==> src/rtl/mac_mult_fetch_if.sv <==
// mac_mult_fetch_if: bundles the start/status, operand-memory read port and
// product output of mac_mult_fetch. The master modport is the fetch stage;
// the slave modport is its environment (controller, operand memories and the
// downstream mac_stop_accum).
interface mac_mult_fetch_if #(
  parameter int M                      = 4,
  parameter int K                      = 4,
  parameter int N                      = 4,
  parameter int DATA_WIDTH_INIT_MATRIX = 32
);
  localparam int MW = $clog2(M);
  localparam int KW = $clog2(K);
  localparam int NW = $clog2(N);
  localparam int DW = DATA_WIDTH_INIT_MATRIX;

  // Control and status
  logic            start;
  logic            busy;
  logic            fetch_done;

  // Operand memory read port (data returns one cycle after the strobe)
  logic            rd_en_a;
  logic            rd_en_b;
  logic [MW-1:0]   addr_a_row;
  logic [KW-1:0]   addr_a_col;
  logic [KW-1:0]   addr_b_row;
  logic [NW-1:0]   addr_b_col;
  logic [DW-1:0]   data_a;
  logic [DW-1:0]   data_b;

  // Product stream towards the accumulator
  logic [2*DW-1:0] product_reg;
  logic [MW-1:0]   matrix_a_row_addr_counter_reg;
  logic [KW-1:0]   matrix_a_col_addr_counter_reg;
  logic [KW-1:0]   matrix_b_row_addr_counter_reg;
  logic [NW-1:0]   matrix_b_col_addr_counter_reg;
  logic            mult_done_reg;

  modport master (
    input  start, data_a, data_b,
    output busy, fetch_done,
    output rd_en_a, rd_en_b, addr_a_row, addr_a_col, addr_b_row, addr_b_col,
    output product_reg, matrix_a_row_addr_counter_reg,
           matrix_a_col_addr_counter_reg, matrix_b_row_addr_counter_reg,
           matrix_b_col_addr_counter_reg, mult_done_reg
  );

  modport slave (
    output start, data_a, data_b,
    input  busy, fetch_done,
    input  rd_en_a, rd_en_b, addr_a_row, addr_a_col, addr_b_row, addr_b_col,
    input  product_reg, matrix_a_row_addr_counter_reg,
           matrix_a_col_addr_counter_reg, matrix_b_row_addr_counter_reg,
           matrix_b_col_addr_counter_reg, mult_done_reg
  );
endinterface

==> src/rtl/mac_mult_fetch.sv <==
// mac_mult_fetch: operand fetch and multiply stage for C = A x B.
// On start it walks (i, j, k) with k innermost, reads A[i][k] and B[k][j],
// and emits one full-width registered product per cycle together with its
// indices, in the order mac_stop_accum accumulates them.
// Optional feature: define MAC_MULT_SIGNED_EN for a two's complement multiply;
// the default build multiplies unsigned (zero-extended) operands.
module mac_mult_fetch #(
  parameter int M                      = 4,
  parameter int K                      = 4,
  parameter int N                      = 4,
  parameter int DATA_WIDTH_INIT_MATRIX = 32
) (
  input logic            clk,
  input logic            reset,
  mac_mult_fetch_if.master bus
);

  localparam int MW = $clog2(M);
  localparam int KW = $clog2(K);
  localparam int NW = $clog2(N);
  localparam int DW = DATA_WIDTH_INIT_MATRIX;
  localparam int PW = 2 * DW;

  localparam logic [MW-1:0] I_LAST = MW'(M - 1);
  localparam logic [KW-1:0] K_LAST = KW'(K - 1);
  localparam logic [NW-1:0] J_LAST = NW'(N - 1);

  localparam logic [1:0] IDLE  = 2'd0;
  localparam logic [1:0] RUN   = 2'd1;
  localparam logic [1:0] DRAIN = 2'd2;
  localparam logic [1:0] DONE  = 2'd3;

  logic [1:0]    state;
  logic [MW-1:0] idx_i;
  logic [NW-1:0] idx_j;
  logic [KW-1:0] idx_k;
  logic          drain_cnt;

  logic          issue;
  logic          last_issue;

  // Stage 1: indices of the read currently in flight
  logic          s1_valid;
  logic [MW-1:0] s1_i;
  logic [NW-1:0] s1_j;
  logic [KW-1:0] s1_k;

  // Full-width operands so the product is never truncated
  logic [PW-1:0] a_ext;
  logic [PW-1:0] b_ext;
  logic [PW-1:0] mult_full;

  assign issue      = (state == RUN);
  assign last_issue = issue && (idx_i == I_LAST) && (idx_j == J_LAST) &&
                      (idx_k == K_LAST);

  // Read port: addresses come straight from the index registers
  assign bus.rd_en_a    = issue;
  assign bus.rd_en_b    = issue;
  assign bus.addr_a_row = idx_i;
  assign bus.addr_a_col = idx_k;
  assign bus.addr_b_row = idx_k;
  assign bus.addr_b_col = idx_j;

  assign bus.busy       = (state == RUN) || (state == DRAIN);
  assign bus.fetch_done = (state == DONE);

`ifdef MAC_MULT_SIGNED_EN
  // Sign-extend so the low PW bits of the product are the signed result
  assign a_ext = {{DW{bus.data_a[DW-1]}}, bus.data_a};
  assign b_ext = {{DW{bus.data_b[DW-1]}}, bus.data_b};
`else
  assign a_ext = {{DW{1'b0}}, bus.data_a};
  assign b_ext = {{DW{1'b0}}, bus.data_b};
`endif

  assign mult_full = a_ext * b_ext;

  // Sequencer: FSM plus the (i, j, k) walk, k innermost and i outermost
  always_ff @(posedge clk) begin
    // NOTE: all state here uses non-blocking assignments so every register
    // samples pre-edge values, matching real flip-flop behaviour.
    if (reset) begin
      state     <= IDLE;
      idx_i     <= '0;
      idx_j     <= '0;
      idx_k     <= '0;
      drain_cnt <= 1'b0;
    end else begin
      case (state)
        IDLE: begin
          if (bus.start) begin
            state <= RUN;
            idx_i <= '0;
            idx_j <= '0;
            idx_k <= '0;
          end
        end
        RUN: begin
          if (last_issue) begin
            // Indices hold their final values while the pipeline drains
            state     <= DRAIN;
            drain_cnt <= 1'b0;
          end else if (idx_k != K_LAST) begin
            idx_k <= idx_k + 1'b1;
          end else begin
            idx_k <= '0;
            if (idx_j != J_LAST) begin
              idx_j <= idx_j + 1'b1;
            end else begin
              idx_j <= '0;
              idx_i <= idx_i + 1'b1;
            end
          end
        end
        DRAIN: begin
          // Two cycles: one for the memory read, one for the multiply
          if (drain_cnt) begin
            state <= DONE;
          end else begin
            drain_cnt <= 1'b1;
          end
        end
        DONE: begin
          state <= IDLE;
        end
        default: begin
          state <= IDLE;
        end
      endcase
    end
  end

  // Stage 1: track the issued indices while the memory read is in flight
  always_ff @(posedge clk) begin
    if (reset) begin
      s1_valid <= 1'b0;
      s1_i     <= '0;
      s1_j     <= '0;
      s1_k     <= '0;
    end else begin
      s1_valid <= issue;
      if (issue) begin
        s1_i <= idx_i;
        s1_j <= idx_j;
        s1_k <= idx_k;
      end
    end
  end

  // Stage 2: register the product and its indices; hold them when idle
  always_ff @(posedge clk) begin
    // NOTE: the datapath registers are reset too, because downstream logic
    // expects product and counter outputs to read zero after reset.
    if (reset) begin
      bus.mult_done_reg                 <= 1'b0;
      bus.product_reg                   <= '0;
      bus.matrix_a_row_addr_counter_reg <= '0;
      bus.matrix_a_col_addr_counter_reg <= '0;
      bus.matrix_b_row_addr_counter_reg <= '0;
      bus.matrix_b_col_addr_counter_reg <= '0;
    end else begin
      bus.mult_done_reg <= s1_valid;
      if (s1_valid) begin
        bus.product_reg                   <= mult_full;
        bus.matrix_a_row_addr_counter_reg <= s1_i;
        bus.matrix_a_col_addr_counter_reg <= s1_k;
        bus.matrix_b_row_addr_counter_reg <= s1_k;
        bus.matrix_b_col_addr_counter_reg <= s1_j;
      end
    end
  end

endmodule

==> src/flat_wrapper.sv <==
// flat-port wrapper written by rule: the top's interface ports become plain ports
module mac_mult_fetch_flat 
#(
  parameter int M                      = 4,
  parameter int K                      = 4,
  parameter int N                      = 4,
  parameter int DATA_WIDTH_INIT_MATRIX = 32
)
  (clk, reset, bus_start, bus_data_a, bus_data_b, bus_busy, bus_fetch_done, bus_rd_en_a, bus_rd_en_b, bus_addr_a_row, bus_addr_a_col, bus_addr_b_row, bus_addr_b_col, bus_product_reg, bus_matrix_a_row_addr_counter_reg, bus_matrix_a_col_addr_counter_reg, bus_matrix_b_row_addr_counter_reg, bus_matrix_b_col_addr_counter_reg, bus_mult_done_reg);
  mac_mult_fetch_if #(.M(M), .K(K), .N(N), .DATA_WIDTH_INIT_MATRIX(DATA_WIDTH_INIT_MATRIX)) bus_i ();
  input logic clk;
  input logic reset;
  input wire logic [$bits(bus_i.start)-1:0] bus_start;
  input wire logic [$bits(bus_i.data_a)-1:0] bus_data_a;
  input wire logic [$bits(bus_i.data_b)-1:0] bus_data_b;
  output wire logic [$bits(bus_i.busy)-1:0] bus_busy;
  output wire logic [$bits(bus_i.fetch_done)-1:0] bus_fetch_done;
  output wire logic [$bits(bus_i.rd_en_a)-1:0] bus_rd_en_a;
  output wire logic [$bits(bus_i.rd_en_b)-1:0] bus_rd_en_b;
  output wire logic [$bits(bus_i.addr_a_row)-1:0] bus_addr_a_row;
  output wire logic [$bits(bus_i.addr_a_col)-1:0] bus_addr_a_col;
  output wire logic [$bits(bus_i.addr_b_row)-1:0] bus_addr_b_row;
  output wire logic [$bits(bus_i.addr_b_col)-1:0] bus_addr_b_col;
  output wire logic [$bits(bus_i.product_reg)-1:0] bus_product_reg;
  output wire logic [$bits(bus_i.matrix_a_row_addr_counter_reg)-1:0] bus_matrix_a_row_addr_counter_reg;
  output wire logic [$bits(bus_i.matrix_a_col_addr_counter_reg)-1:0] bus_matrix_a_col_addr_counter_reg;
  output wire logic [$bits(bus_i.matrix_b_row_addr_counter_reg)-1:0] bus_matrix_b_row_addr_counter_reg;
  output wire logic [$bits(bus_i.matrix_b_col_addr_counter_reg)-1:0] bus_matrix_b_col_addr_counter_reg;
  output wire logic [$bits(bus_i.mult_done_reg)-1:0] bus_mult_done_reg;
  assign bus_i.start = bus_start;
  assign bus_i.data_a = bus_data_a;
  assign bus_i.data_b = bus_data_b;
  assign bus_busy = bus_i.busy;
  assign bus_fetch_done = bus_i.fetch_done;
  assign bus_rd_en_a = bus_i.rd_en_a;
  assign bus_rd_en_b = bus_i.rd_en_b;
  assign bus_addr_a_row = bus_i.addr_a_row;
  assign bus_addr_a_col = bus_i.addr_a_col;
  assign bus_addr_b_row = bus_i.addr_b_row;
  assign bus_addr_b_col = bus_i.addr_b_col;
  assign bus_product_reg = bus_i.product_reg;
  assign bus_matrix_a_row_addr_counter_reg = bus_i.matrix_a_row_addr_counter_reg;
  assign bus_matrix_a_col_addr_counter_reg = bus_i.matrix_a_col_addr_counter_reg;
  assign bus_matrix_b_row_addr_counter_reg = bus_i.matrix_b_row_addr_counter_reg;
  assign bus_matrix_b_col_addr_counter_reg = bus_i.matrix_b_col_addr_counter_reg;
  assign bus_mult_done_reg = bus_i.mult_done_reg;
  mac_mult_fetch #(.M(M), .K(K), .N(N), .DATA_WIDTH_INIT_MATRIX(DATA_WIDTH_INIT_MATRIX)) u_core (.clk(clk), .reset(reset), .bus(bus_i));
endmodule
==> config.mk <==
export PLATFORM = sky130hd
export DESIGN_NAME = mac_mult_fetch_flat
export DESIGN_NICKNAME = d
export VERILOG_FILES = /design/src/rtl/mac_mult_fetch_if.sv /design/src/rtl/mac_mult_fetch.sv /design/src/flat_wrapper.sv
export SDC_FILE = /design/constraint.sdc
export NUM_CORES = 2
export LEC_CHECK = 0
export CAP_MARGIN = 40
export CORE_MARGIN = 1.5
export CORE_UTILIZATION = 40
export DETAILED_ROUTE_END_ITERATION = 12
export GPL_ROUTABILITY_DRIVEN = 0
export GPL_TIMING_DRIVEN = 0
export PLACE_DENSITY = 0.53
export SETUP_SLACK_MARGIN = 0.4
export SYNTH_ARGS = -nofsm -noshare
export SYNTH_HDL_FRONTEND = slang
export SYNTH_SLANG_ARGS = --single-unit
==> constraint.sdc <==
create_clock -name clk -period 18.1 [get_ports clk]
set_input_delay 2.715 -clock clk [delete_from_list [all_inputs] [get_ports clk]]
set_output_delay 2.715 -clock clk [all_outputs]
set_load 0.01 [all_outputs]
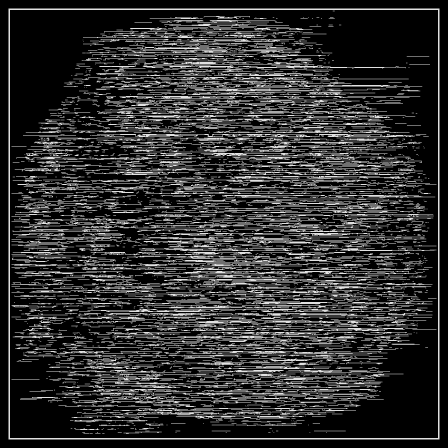
*Signal wires on met1*
main direction	horizontal
share of all routed wire	42%

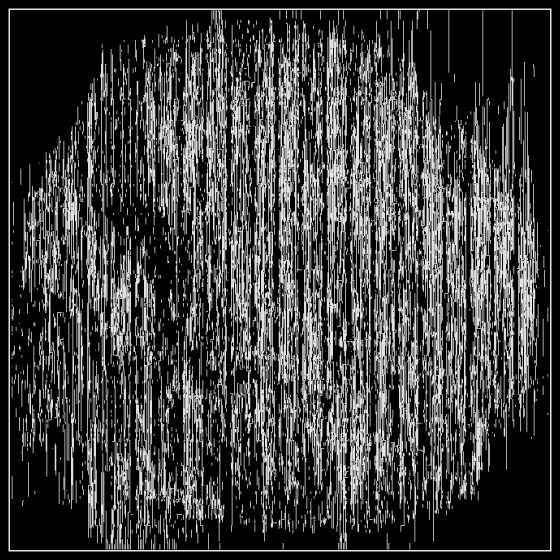
*M2 wires*
nets with wire on the layer	4610
wire length on this layer	62.1 mm
main direction	vertical
longest straight run	125 um

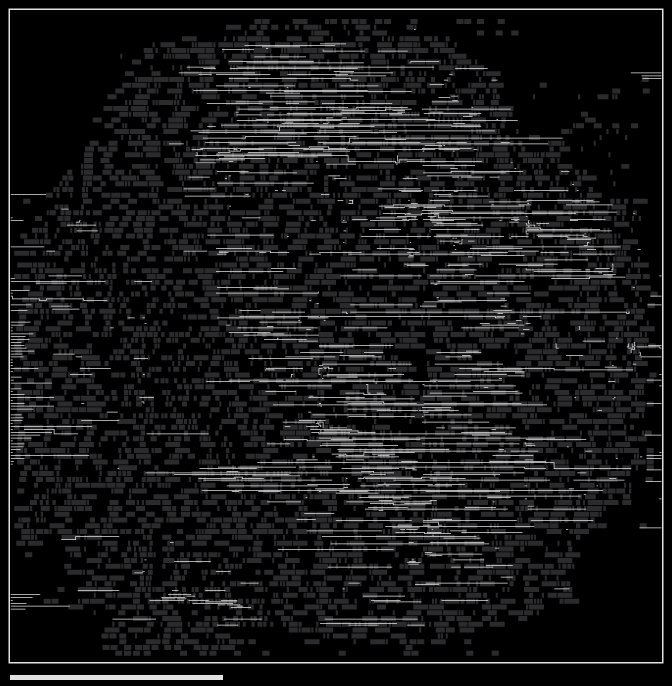
*Signal wires on met3*
The bar under the picture is 100 um long.
share of all routed wire	9.0%
nets with wire on the layer	470
longest straight run	188 um

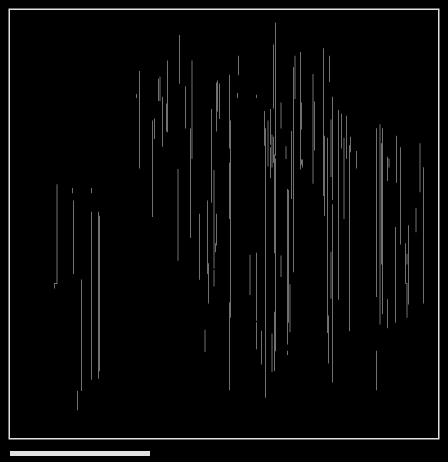
*Metal 4*
The bar under the picture is 100 um long.
nets with wire on the layer	85
longest straight run	192 um
wire length on this layer	5500 um
main direction	vertical
share of all routed wire	4.0%

==> out/results.tsv <==
stage	metric	value	unit
floorplan	die-area	0.0936	sq mm
logic_synthesis	yosys_cells	4038	
outcome	outcome	completed	
floorplan	die_h	306	um
finish	inverters	867	
logic_synthesis	async_flop_share	0	
finish	lay_top_count	fa_1	
floorplan	n_tap_cell	1176	
timing	rsz0062_at_grt	no	
floorplan	rows	110	
routing	wl_per_cell	25.3	um
clocking	clock_latency	0.36	ns
setup_path	critPathKind	in -> reg	
logic_synthesis	ys_chip_area	0.0367	sq mm
routing	route.met3.wl	12400	um
grt	grt_remaining_overflow	0	
timing	setup_viol	0	
logic_synthesis	synthSimpleGateAreaFrac	0.186	
logic_synthesis	synthAoiAreaFrac	0.0436	
clocking	postCtsHoldBufs	0	
flow_run	openroad.warnings	30	
setup_path	cp_max_fo	10	
finish	lay_top_cells	fa_1, inv_1, and2_1	
clocking	clock_path_buffers	2	
grt	grt_first_pass_wirelength	206000	um
clocking	cts.sinks	87	
routing	vias_per_cell	5.28	
logic_synthesis	ys_sh_mux	0.0147	
timing	whs	0.467	ns
placed_design	port_buffers	151	
finish	fin_util	0.450	
setup_path	endpoint_kind	flop	
routing	wl_met1	57800	um
timing	fin_ws	6.33	ns
min_path	hp-class	reg -> reg	
clocking	cts_setup_buffers	0	
timing	hold_viol	0	
grt	antenna_found_initial	9	
min_path	min_delay_path_depth	2	
routing	drt_pass1_iterations	5	
min_path	min-delay-start	u_core.bus.product_reg[40]	
routing	drc	0	
routing	highest_layer	met5	
finish	comb_share	0.756	
setup_path	setup.worst_path.end	u_core.bus.product_reg[58]	
finish	layout.nonclk_buf_frac	0.0789	
finish	stdcell_area	0.0407	sq mm
placed_design	hpwlAfterDp	121000	um
min_path	holdPathEnd	u_core.bus.product_reg[40]	
logic_synthesis	topCombFamilyByArea	adder cells	
timing	clock_skew	0.00702	ns
grt	first_global_vias	30000	
finish	comb_cells	2842	
finish	fin_cells	5449	
floorplan	core_area	0.0904	sq mm
clocking	root_buffer	clkbuf_16	
finish	flops	87	
setup_path	required	18.34	ns
setup_path	r2r_end	u_core.bus.product_reg[16]	
finish	fin_nets	5495	
-- layer usage --
metal  up-vias  global-route usage
met5         -                   0
met4         6              0.0978
met2      1294               0.477
li1      12300                   -
met1     14900               0.423
met3       235              0.0522
-- worst max-delay path, cell delays in order --
cell and delay, ns:
clkdlybuf4s50_1 0.80, clkbuf_1 0.65, and2_1 0.25, fa_1 0.45, fa_1 0.60, inv_1 0.08, fa_1 0.50, fa_1 0.51
inv_1 0.05, fa_1 0.59, fa_1 0.45, fa_1 0.68, fa_1 0.52, ha_1 0.40, a21oi_1 0.35, o21ai_0 0.17
a21oi_1 0.56, o21bai_1 0.20, o31ai_1 0.51, and4_1 0.29, nor3_1 0.10, and4b_1 0.21, or3_1 0.36
